run_1/clock_nets.png
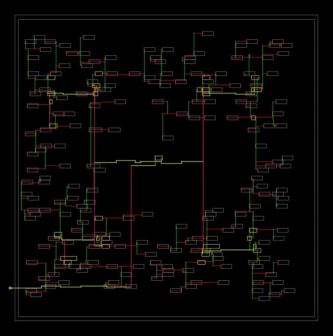
run_1/floorplan.png
The bar under the picture is 50 um long. Pins as bars on the die edge.
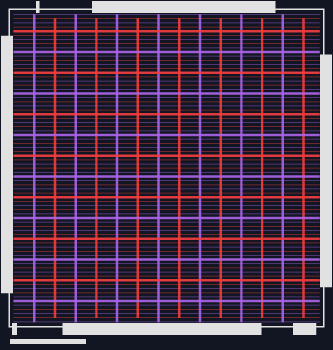
run_1/layers.png
The bar under the picture is 50 um long. Two of the layers only.
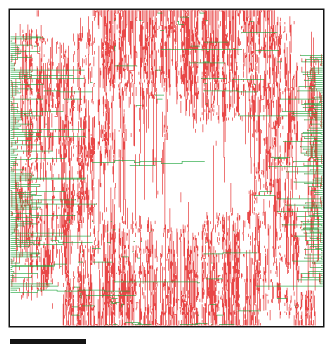
File: src/rtl/dcache_pkg.sv
// Package for the data-cache miss/writeback sequencer.
// Holds the default widths, the memory command encoding, the controller state
// type and a saturating-increment helper for the optional statistics counters.
package dcache_pkg;

  localparam int DC_ADDR_W    = 32;
  localparam int DC_BLOCK_W   = 64;
  localparam int DC_OFFSET_W  = 3;
  localparam int DC_INDEX_W   = 6;
  localparam int DC_TAG_W     = DC_ADDR_W - DC_INDEX_W - DC_OFFSET_W;
  localparam int DC_MEM_TAG_W = 4;
  localparam int DC_STAT_W    = 32;

  typedef enum logic [1:0] {
    MEM_NONE  = 2'd0,
    MEM_LOAD  = 2'd1,
    MEM_STORE = 2'd2
  } mem_cmd_t;

  typedef enum logic [2:0] {
    IDLE,
    LOOKUP,
    WB_REQ,
    FILL_REQ,
    FILL_WAIT,
    INSTALL,
    RESPOND
  } ctrl_state_t;

  function automatic logic [DC_STAT_W-1:0] sat_inc(input logic [DC_STAT_W-1:0] v);
    return (v == '1) ? v : v + 1'b1;
  endfunction

endpackage

File: src/rtl/dcache_ctrl_stats.sv
// Saturating event counters for the data-cache controller.
// Ports:
//   clock, reset_n           rising-edge clock, synchronous active-low reset
//   hit_inc, miss_inc, wb_inc one-cycle increment strobes
//   stat_hits, stat_misses, stat_writebacks  32-bit saturating counts
module dcache_ctrl_stats
  import dcache_pkg::*;
(
  input  logic                 clock,
  input  logic                 reset_n,
  input  logic                 hit_inc,
  input  logic                 miss_inc,
  input  logic                 wb_inc,
  output logic [DC_STAT_W-1:0] stat_hits,
  output logic [DC_STAT_W-1:0] stat_misses,
  output logic [DC_STAT_W-1:0] stat_writebacks
);

  logic [DC_STAT_W-1:0] hits_q, hits_d;
  logic [DC_STAT_W-1:0] misses_q, misses_d;
  logic [DC_STAT_W-1:0] wbs_q, wbs_d;

  always_comb begin
    hits_d   = hit_inc  ? sat_inc(hits_q)   : hits_q;
    misses_d = miss_inc ? sat_inc(misses_q) : misses_q;
    wbs_d    = wb_inc   ? sat_inc(wbs_q)    : wbs_q;
  end

  always_ff @(posedge clock) begin
    if (!reset_n) begin
      hits_q   <= '0;
      misses_q <= '0;
      wbs_q    <= '0;
    end else begin
      hits_q   <= hits_d;
      misses_q <= misses_d;
      wbs_q    <= wbs_d;
    end
  end

  always_comb begin
    stat_hits       = hits_q;
    stat_misses     = misses_q;
    stat_writebacks = wbs_q;
  end

endmodule

File: src/rtl/dcache_ctrl.sv
// Miss/writeback sequencer between the processor load/store port, the 2-way
// dcachemem array and tagged main memory. One whole-block request at a time:
// lookup, optional dirty-victim writeback, fill, install, respond.
// Ports:
//   clock, reset_n                      clock, synchronous active-low reset
//   proc_req_*/proc_addr/proc_wdata     processor request (valid/ready)
//   proc_resp_valid/proc_rdata          one-cycle completion pulse + load data
//   cm_*                                cache array request / lookup results
//   mem_cmd/mem_addr/mem_wdata          memory command (dcache_pkg::mem_cmd_t)
//   mem_resp/mem_tag/mem_rdata          memory accept tag, return tag, data
// Optional: define DCACHE_CTRL_STATS_EN to add stat_hits, stat_misses and
// stat_writebacks (32-bit saturating counters).
module dcache_ctrl
  import dcache_pkg::*;
#(
  parameter int ADDR_W    = DC_ADDR_W,
  parameter int BLOCK_W   = DC_BLOCK_W,
  parameter int OFFSET_W  = DC_OFFSET_W,
  parameter int INDEX_W   = DC_INDEX_W,
  parameter int TAG_W     = ADDR_W - INDEX_W - OFFSET_W,
  parameter int MEM_TAG_W = DC_MEM_TAG_W
) (
  input  logic                 clock,
  input  logic                 reset_n,
  input  logic                 proc_req_valid,
  output logic                 proc_req_ready,
  input  logic                 proc_req_write,
  input  logic [ADDR_W-1:0]    proc_addr,
  input  logic [BLOCK_W-1:0]   proc_wdata,
  output logic                 proc_resp_valid,
  output logic [BLOCK_W-1:0]   proc_rdata,
  output logic                 cm_read_enable,
  output logic                 cm_write_enable,
  output logic                 cm_fill_en,
  output logic                 cm_fill_dirty,
  output logic [TAG_W-1:0]     cm_tag,
  output logic [INDEX_W-1:0]   cm_index,
  output logic [BLOCK_W-1:0]   cm_data_in,
  input  logic [BLOCK_W-1:0]   cm_data_out,
  input  logic                 cm_miss,
  input  logic                 cm_dirty,
  input  logic [TAG_W-1:0]     cm_dirty_tag,
  input  logic [INDEX_W-1:0]   cm_dirty_index,
  output logic [1:0]           mem_cmd,
  output logic [ADDR_W-1:0]    mem_addr,
  output logic [BLOCK_W-1:0]   mem_wdata,
  input  logic [MEM_TAG_W-1:0] mem_resp,
  input  logic [MEM_TAG_W-1:0] mem_tag,
  input  logic [BLOCK_W-1:0]   mem_rdata
`ifdef DCACHE_CTRL_STATS_EN
  ,
  output logic [DC_STAT_W-1:0] stat_hits,
  output logic [DC_STAT_W-1:0] stat_misses,
  output logic [DC_STAT_W-1:0] stat_writebacks
`endif
);

  ctrl_state_t           state_q, state_d;
  logic                  write_q, write_d;
  logic [TAG_W-1:0]      tag_q, tag_d;
  logic [INDEX_W-1:0]    index_q, index_d;
  logic [BLOCK_W-1:0]    wdata_q, wdata_d;
  // Shared holding register: hit data, then victim data, then fill data.
  // The three uses never overlap within one request.
  logic [BLOCK_W-1:0]    data_q, data_d;
  logic [TAG_W-1:0]      vtag_q, vtag_d;
  logic [INDEX_W-1:0]    vindex_q, vindex_d;
  logic [MEM_TAG_W-1:0]  mtag_q, mtag_d;
  mem_cmd_t              mem_cmd_c;

  // Accesses are whole-block; the offset bits carry no information.
  logic unused_offset;
  always_comb unused_offset = ^proc_addr[OFFSET_W-1:0];

  always_comb begin
    state_d         = state_q;
    write_d         = write_q;
    tag_d           = tag_q;
    index_d         = index_q;
    wdata_d         = wdata_q;
    data_d          = data_q;
    vtag_d          = vtag_q;
    vindex_d        = vindex_q;
    mtag_d          = mtag_q;
    proc_req_ready  = 1'b0;
    proc_resp_valid = 1'b0;
    proc_rdata      = '0;
    cm_read_enable  = 1'b0;
    cm_write_enable = 1'b0;
    cm_fill_en      = 1'b0;
    cm_fill_dirty   = 1'b0;
    cm_tag          = '0;
    cm_index        = '0;
    cm_data_in      = '0;
    mem_cmd_c       = MEM_NONE;
    mem_addr        = '0;
    mem_wdata       = '0;

    // Outputs are forced to zero while reset is asserted, whatever the
    // registered state happens to be in that cycle.
    if (reset_n) begin
      case (state_q)
        IDLE: begin
          proc_req_ready = 1'b1;
          if (proc_req_valid) begin
            write_d = proc_req_write;
            tag_d   = proc_addr[ADDR_W-1 -: TAG_W];
            index_d = proc_addr[OFFSET_W +: INDEX_W];
            wdata_d = proc_wdata;
            state_d = LOOKUP;
          end
        end
        LOOKUP: begin
          cm_tag          = tag_q;
          cm_index        = index_q;
          cm_read_enable  = !write_q;
          cm_write_enable = write_q;
          cm_data_in      = wdata_q;
          if (!cm_miss) begin
            if (!write_q) data_d = cm_data_out;
            state_d = RESPOND;
          end else if (cm_dirty) begin
            data_d   = cm_data_out;
            vtag_d   = cm_dirty_tag;
            vindex_d = cm_dirty_index;
            state_d  = WB_REQ;
          end else begin
            state_d = write_q ? INSTALL : FILL_REQ;
          end
        end
        WB_REQ: begin
          mem_cmd_c = MEM_STORE;
          mem_addr  = {vtag_q, vindex_q, {OFFSET_W{1'b0}}};
          mem_wdata = data_q;
          if (mem_resp != '0) state_d = write_q ? INSTALL : FILL_REQ;
        end
        FILL_REQ: begin
          mem_cmd_c = MEM_LOAD;
          mem_addr  = {tag_q, index_q, {OFFSET_W{1'b0}}};
          if (mem_resp != '0) begin
            mtag_d  = mem_resp;
            state_d = FILL_WAIT;
          end
        end
        FILL_WAIT: begin
          if (mtag_q != '0 && mem_tag == mtag_q) begin
            data_d  = mem_rdata;
            mtag_d  = '0;
            state_d = INSTALL;
          end
        end
        INSTALL: begin
          cm_fill_en    = 1'b1;
          cm_fill_dirty = write_q;
          cm_tag        = tag_q;
          cm_index      = index_q;
          cm_data_in    = write_q ? wdata_q : data_q;
          state_d       = RESPOND;
        end
        RESPOND: begin
          proc_resp_valid = 1'b1;
          proc_rdata      = write_q ? '0 : data_q;
          state_d         = IDLE;
        end
        default: state_d = IDLE;
      endcase
    end
  end

  always_comb mem_cmd = mem_cmd_c;

  always_ff @(posedge clock) begin
    if (!reset_n) begin
      state_q  <= IDLE;
      write_q  <= 1'b0;
      tag_q    <= '0;
      index_q  <= '0;
      wdata_q  <= '0;
      data_q   <= '0;
      vtag_q   <= '0;
      vindex_q <= '0;
      mtag_q   <= '0;
    end else begin
      state_q  <= state_d;
      write_q  <= write_d;
      tag_q    <= tag_d;
      index_q  <= index_d;
      wdata_q  <= wdata_d;
      data_q   <= data_d;
      vtag_q   <= vtag_d;
      vindex_q <= vindex_d;
      mtag_q   <= mtag_d;
    end
  end

`ifdef DCACHE_CTRL_STATS_EN
  logic hit_inc, miss_inc, wb_inc;

  always_comb begin
    hit_inc  = reset_n && (state_q == LOOKUP) && !cm_miss;
    miss_inc = reset_n && (state_q == LOOKUP) && cm_miss;
    wb_inc   = reset_n && (state_q == WB_REQ) && (mem_resp != '0);
  end

  dcache_ctrl_stats u_stats (
    .clock           (clock),
    .reset_n         (reset_n),
    .hit_inc         (hit_inc),
    .miss_inc        (miss_inc),
    .wb_inc          (wb_inc),
    .stat_hits       (stat_hits),
    .stat_misses     (stat_misses),
    .stat_writebacks (stat_writebacks)
  );
`else
  // Statistics counters are not built in this configuration.
`endif

endmodule

File: config.mk
export PLATFORM = sky130hd
export DESIGN_NAME = dcache_ctrl
export DESIGN_NICKNAME = d
export VERILOG_FILES = /design/src/rtl/dcache_pkg.sv /design/src/rtl/dcache_ctrl_stats.sv /design/src/rtl/dcache_ctrl.sv
export SDC_FILE = /design/constraint.sdc
export NUM_CORES = 1
export LEC_CHECK = 0
export CAP_MARGIN = 30
export CORE_AREA = 2 2 203 205
export CTS_BUF_LIST = sky130_fd_sc_hd__clkbuf_4 sky130_fd_sc_hd__clkbuf_8
export CTS_CLUSTER_DIAMETER = 200
export DETAILED_ROUTE_END_ITERATION = 7
export DIE_AREA = 0 0 205 207
export GPL_ROUTABILITY_DRIVEN = 0
export PLACE_DENSITY = 0.56
export RECOVER_POWER = 50
export SYNTH_ARGS = -nofsm -noshare
export SYNTH_HDL_FRONTEND = slang
export SYNTH_HIERARCHICAL = 1
export SYNTH_SLANG_ARGS = --single-unit
File: constraint.sdc
create_clock -name clock -period 1.45 [get_ports clock]
set_input_delay 0.145 -clock clock [delete_from_list [all_inputs] [get_ports clock]]
set_output_delay 0.145 -clock clock [all_outputs]
set_load 0.1 [all_outputs]
==> results.py, run 1 <==
# Generated from Yosys and OpenROAD reports
metrics = {
    "run_status": {
        "status": "complete, but fails checks",
        "violations": "negative setup slack",
    },
    "sta": {
        "timing.final.ws_setup_ps": -735,
        "hold_viol_final": 0,
        "finalSetupViolCount": 452,
        "period_needed_ps": 2180,
        "max_freq_ghz": 0.458,
    },
    "flow_run": {
        "warning_count": 32,
        "drv_cap": 0,
    },
    "power": {
        "p_int_mw": 15.5,
        "p_leak_nw": 8.70,
        "p_sw_mw": 11.8,
        "pwr_density_cell_mw_per_mm2": 1170,
        "clkPwrFrac": 0.140,
        "swShare": 0.433,
        "ir_drop_uv": 737,
    },
    "setup_path": {
        "slowest_delay_ps": 350,
        "crit_chain": "buf_6 -> nand2b_4 -> nor3_4 -> buf_12 -> clkbuf_16 -> and2_4 -> buf_12",
        "worstPathRequired_ps": 1310,
        "crit_type": "register to primary output",
        "cp.arrival_ps": 2040,
        "path_common_cell": "buf_12",
        "start_kind": "register",
        "reg2reg_depth": 8,
        "crit_path_end_kind": "primary output",
        "crit_slowest_cell": "dfxtp_2",
    },
    "detailed_routing": {
        "drtAntennaViolNets": 0,
        "met1Wirelength_mm": 22.3,
        "drcViolationCount": 0,
        "drtIter0Drc": 505,
        "drt_wl_total_mm": 55.0,
        "wl_per_cell_um": 22.0,
        "dr.max_layer_used": "met4",
        "dr.pass1.iters": 5,
        "met3_length_mm": 3.84,
        "vias": 12100,
        "routed_via_density": 4.83,
    },
    "clocking": {
        "htree_levels": 4,
        "cts_buffers": 17,
        "cts_tree": "yes",
        "postCtsHoldBufs": 0,
        "cts.reportedPaths.clkPinSlew_ps": 90,
        "cts-root-buf": "clkbuf_8",
    },
    "global_routing": {
        "track_usage": 0.230,
        "overflow": 0,
        "top_usage_layer": "met2",
        "grt_pass1_vias": 11800,
        "grtUsageMet3": 0.0675,
        "antenna_found_initial": 7,
        "grt_pass1_wl_mm": 73.5,
    },
    "yosys": {
        "yosys.stat.seqShare": 0.368,
        "yosys-top-cells-count": "387 x nand2_1, 194 x dfxtp_1, 132 x and2_1",
        "ys_cells": 1365,
        "xor_share": 0.00332,
        "simple_gate_share": 0.301,
        "ys_area_mm2": 0.0106,
        "synth-main-ff-cell": "dfxtp_1",
        "logic_family": "simple AND/OR/NAND/NOR gates",
        "synthTopCellsByArea": "dfxtp_1 37%, nand2_1 14%, a21boi_1 8.9%",
        "most_common_cell": "nand2_1",
        "ys.flops": 194,
        "yosysUniqueCellTypes": 42,
        "top_cell_area_share": 0.368,
        "enable_flop_cells": 0,
        "adder_share": 0,
        "synthCells": 1365,
        "yosys_warnings": 6,
        "compound_area_frac": 0.208,
        "async_flop_share": 0,
        "avgSynthCellArea_um2": 7.74,
        "syn_area_mm2": 0.0106,
        "largest_area_cell": "dfxtp_1",
    },
    "hold_path": {
        "hold_class": "input pin to register",
        "hold_depth": 3,
    },
    "final_layout": {
        "comb_area_mm2": 0.00787,
        "nets": 2213,
        "mostFrequentLayoutCells": "352 x nand2_1, 304 x buf_12, 262 x clkdlybuf4s50_1",
        "syn_to_final_growth_pct": 121,
        "design_area_mm2": 0.0233,
        "final_cells": 2498,
        "final_common_cell": "nand2_1",
        "filler_cell_count": 3456,
    },
    "floorplan": {
        "fp.coreArea_mm2": 0.0404,
        "die_y_um": 207,
        "row_count": 74,
        "floorplanUtilization": 0.262,
        "chipArea_mm2": 0.0424,
    },
    "place": {
        "port_buffers": 521,
        "hpwl_mm": 36.1,
    },
}
## Picture notes: clock_nets.png
worst skew pair latency: 510 ps
Seq cells: 194
Clk power: 3.81 mW
Worst Skew: 16.2 ps
clk sinks: 194

## Picture notes: floorplan.png
| color | net |
|---|---|
| red | VDD |
| purple | VSS |
met1 rails: 75
rows: 74
met4 straps: 14

## Picture notes: layers.png
| color | layer | wire length |
|---|---|---|
| red | M2 | 27.4 mm |
| green | M3 | 3840 um |

-- run 1: worst max-delay path, delay by kind of cell (launching register included) --
kind | cells | cell delay, ps
flip-flops | 1 | 350
buffers and inverters | 4 | 700
AND/OR/NAND/NOR | 3 | 480
-- run 1: flip-flops by register name (all words and copies together), names as in the netlist --
name      count
data_q       64
wdata_q      64
tag_q        23
vtag_q       23
index_q       6
vindex_q      6
mtag_q        4
state_q       3
write_q       1
-- run 1: path summary, 6_finish.rpt --
check | start | end | slack [ps]
worst max register to register | state_q[1] | data_q[38] | -460
worst min register to register | wdata_q[42] | wdata_q[42] | 460
worst min-delay path | reset_n | wdata_q[55] | 170
worst max-delay path | state_q[2] | proc_rdata[58] | -730
-- run 1: power groups by stage --
stage / Combinational [mW] / Clock, mW / Sequential [mW]
floorplan: 7.55 / 0 / 7.33
global placement: 11.7 / 0 / 7.76
detailed placement: 11.8 / 0 / 7.79
CTS: 13.3 / 3.94 / 7.69
global route: 16.5 / 4.11 / 7.95
finish: 15.6 / 3.81 / 7.80
-- run 1: cell type report --
class / instances / area share
Timing Repair Buffer: 686 / 0.448
Multi-Input combinational cell: 1043 / 0.337
Sequential cell: 194 / 0.167
Tap cell: 532 / 0.0285
Clock buffer: 23 / 0.0130
Clock inverter: 9 / 0.00440
Inverter: 4 / 0.000966
Antenna cell: 7 / 0.000751
-- run 1: per-stage QoR --
stage / hold WS, ps / worst slack [ps]
floorplan: 272 / -356
global placement: 441 / -708
detailed placement: 445 / -802
CTS: 123 / -785
global route: 145 / -833
finish: 168 / -735
-- run 1: timing repair --
item,4_1_cts,5_1_grt
pin swaps,29,44
endpoints found under the setup margin,451,452
resized,100,185
cloned,16,23
setup buffers,24,25
--- run 2 (diff from run 1) ---
--- a/config.mk
+++ b/config.mk
@@ -8,7 +8,7 @@
 export CAP_MARGIN = 30
 export CORE_AREA = 2 2 203 205
 export CTS_BUF_LIST = sky130_fd_sc_hd__clkbuf_4 sky130_fd_sc_hd__clkbuf_8
-export CTS_CLUSTER_DIAMETER = 200
+export CTS_CLUSTER_DIAMETER = 80
 export DETAILED_ROUTE_END_ITERATION = 7
 export DIE_AREA = 0 0 205 207
 export GPL_ROUTABILITY_DRIVEN = 0
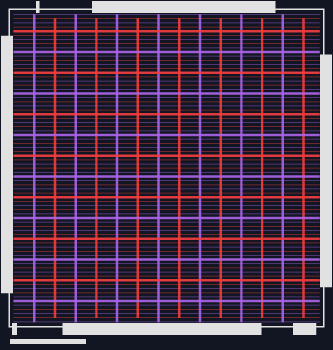
run_2/floorplan.png
The bar under the picture is 50 um long. Pins as bars on the die edge.
| color | net |
|---|---|
| red | VDD |
| purple | VSS |
met4 straps: 14
met1 rails: 75
rows: 74
met5 straps: 14
signal pins: 528

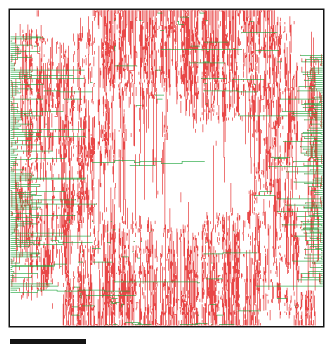
run_2/layers.png
The bar under the picture is 50 um long. Two of the layers only.
| color | layer | wire length |
|---|---|---|
| red | M2 | 27.4 mm |
| green | M3 | 3840 um |

==> results.py, run 2 <==
# Generated from Yosys and OpenROAD reports
metrics = {
    "run_status": {
        "status": "complete, but fails checks",
        "violations": "negative setup slack",
    },
    "yosys": {
        "syn_area_mm2": 0.0106,
        "ys_cells": 1365,
        "logic_family": "simple AND/OR/NAND/NOR gates",
        "avgSynthCellArea_um2": 7.74,
        "top_cell_area_share": 0.368,
        "ys_area_mm2": 0.0106,
        "async_flop_share": 0,
        "synthTopCellsByArea": "dfxtp_1 37%, nand2_1 14%, a21boi_1 8.9%",
        "simple_gate_share": 0.301,
    },
    "final_layout": {
        "reg_top3": "data_q x64, wdata_q x64",
        "n_all_inverters": 4,
        "largestClassByArea": "buffers",
        "n_antenna_cell": 7,
        "mostFrequentLayoutCells": "352 x nand2_1, 304 x buf_12, 262 x clkdlybuf4s50_1",
        "flops": 194,
        "clock_tree_area_fraction": 0.0174,
        "comb_area_mm2": 0.00787,
        "seq_share": 0.167,
        "buf_share": 0.448,
        "signal_buffers": 686,
    },
    "place": {
        "port_buffers": 521,
        "pre_cts_ws_ps": -802,
        "hpwl_mm": 36.1,
    },
    "sta": {
        "timing.final.ws_setup_ps": -735,
        "fin_skew_ps": 16.2,
        "finalSetupViolCount": 452,
    },
    "detailed_routing": {
        "wl_per_cell_um": 22.0,
        "drtIter0Drc": 505,
        "drtAntennaViolNets": 0,
        "drcViolationCount": 0,
        "vias": 12100,
        "drt_wl_total_mm": 55.0,
    },
    "clocking": {
        "cts-root-buf": "clkbuf_8",
        "postCtsHoldBufs": 0,
        "cts_resized": 100,
        "insertion_delay_ps": 510,
        "cts_tree": "yes",
    },
    "floorplan": {
        "chipArea_mm2": 0.0424,
        "floorplanUtilization": 0.262,
    },
    "setup_path": {
        "cp_top_family": "buffers and inverters",
        "start_kind": "register",
        "critPathBufInv": 4,
        "crit_slowest_cell": "dfxtp_2",
        "slowest_delay_ps": 350,
        "crit_type": "register to primary output",
        "critPathLaunch": "state_q[2]",
    },
    "global_routing": {
        "antenna_found_initial": 7,
        "grt_pass1_vias": 11800,
        "overflow": 0,
    },
    "hold_path": {
        "hold_class": "input pin to register",
    },
    "power": {
        "p_leak_nw": 8.70,
        "p_sw_mw": 11.8,
        "p_int_mw": 15.5,
        "pwr_density_cell_mw_per_mm2": 1170,
        "clkPwrFrac": 0.140,
        "ir_drop_uv": 737,
    },
}
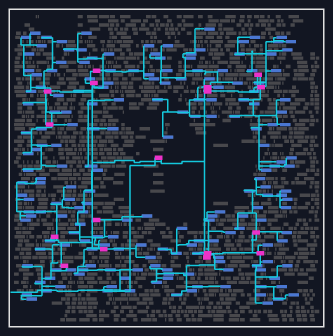
run_2/clock_wires.png
[magenta] clock-net drivers | count: 17
[cyan] clock wires | length: 2880 um
[blue] flip-flops | count: 194
routed clock nets: 18
flops lie: widely spread

[run 2: layer usage]
| layer | GRT usage | vias to the layer above | part of all wire |
|---|---|---|---|
| met4 | 0.0829 | 0 | 0.028 |
| met5 | 0 | - | 0 |
| li1 | - | 5734 | - |
| met2 | 0.400 | 385 | 0.50 |
| met3 | 0.0675 | 69 | 0.070 |
| met1 | 0.266 | 5878 | 0.40 |
[run 2: logic make-up after synthesis]
| kind of cell | count (synthesis) |
|---|---|
| AND/OR/NAND/NOR | 672 |
| other | 1 |
| buffers and inverters | 131 |
| AND-OR/OR-AND | 299 |
| XOR/XNOR | 4 |
| multiplexers | 64 |
| flip-flops | 194 |
[run 2: path summary, 6_finish.rpt]
kind                          to  slack (ps)  depth (start not counted)
setup reg to reg      data_q[38]        -460                          8
setup / recovery  proc_rdata[58]        -730                          7
hold reg to reg      wdata_q[42]         460                          2
hold / removal       wdata_q[55]         170                          3
[run 2: worst register-to-register path, stage by stage (launching register included)]
cell and delay, ps:
dfxtp_4 370, buf_6 120, buf_6 120, nor3b_4 240, nor3b_4 250, a21o_4 220, buf_12 160, buf_16 150
mux2i_2 220
[run 2: power groups by stage]
stage                     registers (mW)  clock network [mW]  logic [mW]
after floorplan                     7.33                   0        7.55
after global placement              7.76                   0        11.7
after detailed placement            7.79                   0        11.8
after CTS                           7.69                3.94        13.3
after global routing                7.95                4.11        16.5
final                               7.80                3.81        15.6
[run 2: through the flow]
| stage | hold slack, ps | total power, mW | std cells | cell area, um^2 |
|---|---|---|---|---|
| finish | 168 | 27.2 | 2498 | 23300 |
| global route | 145 | 28.5 | 2498 | 23300 |
| CTS | 123 | 25.0 | 2451 | 22000 |
| detailed placement | 445 | 19.6 | 2379 | 20700 |
| global placement | 441 | 19.5 | 2379 | 20700 |
| floorplan | 272 | 14.9 | 1367 | 12000 |
Power figures rest on the tool's default switching activity, not on a simulated workload.
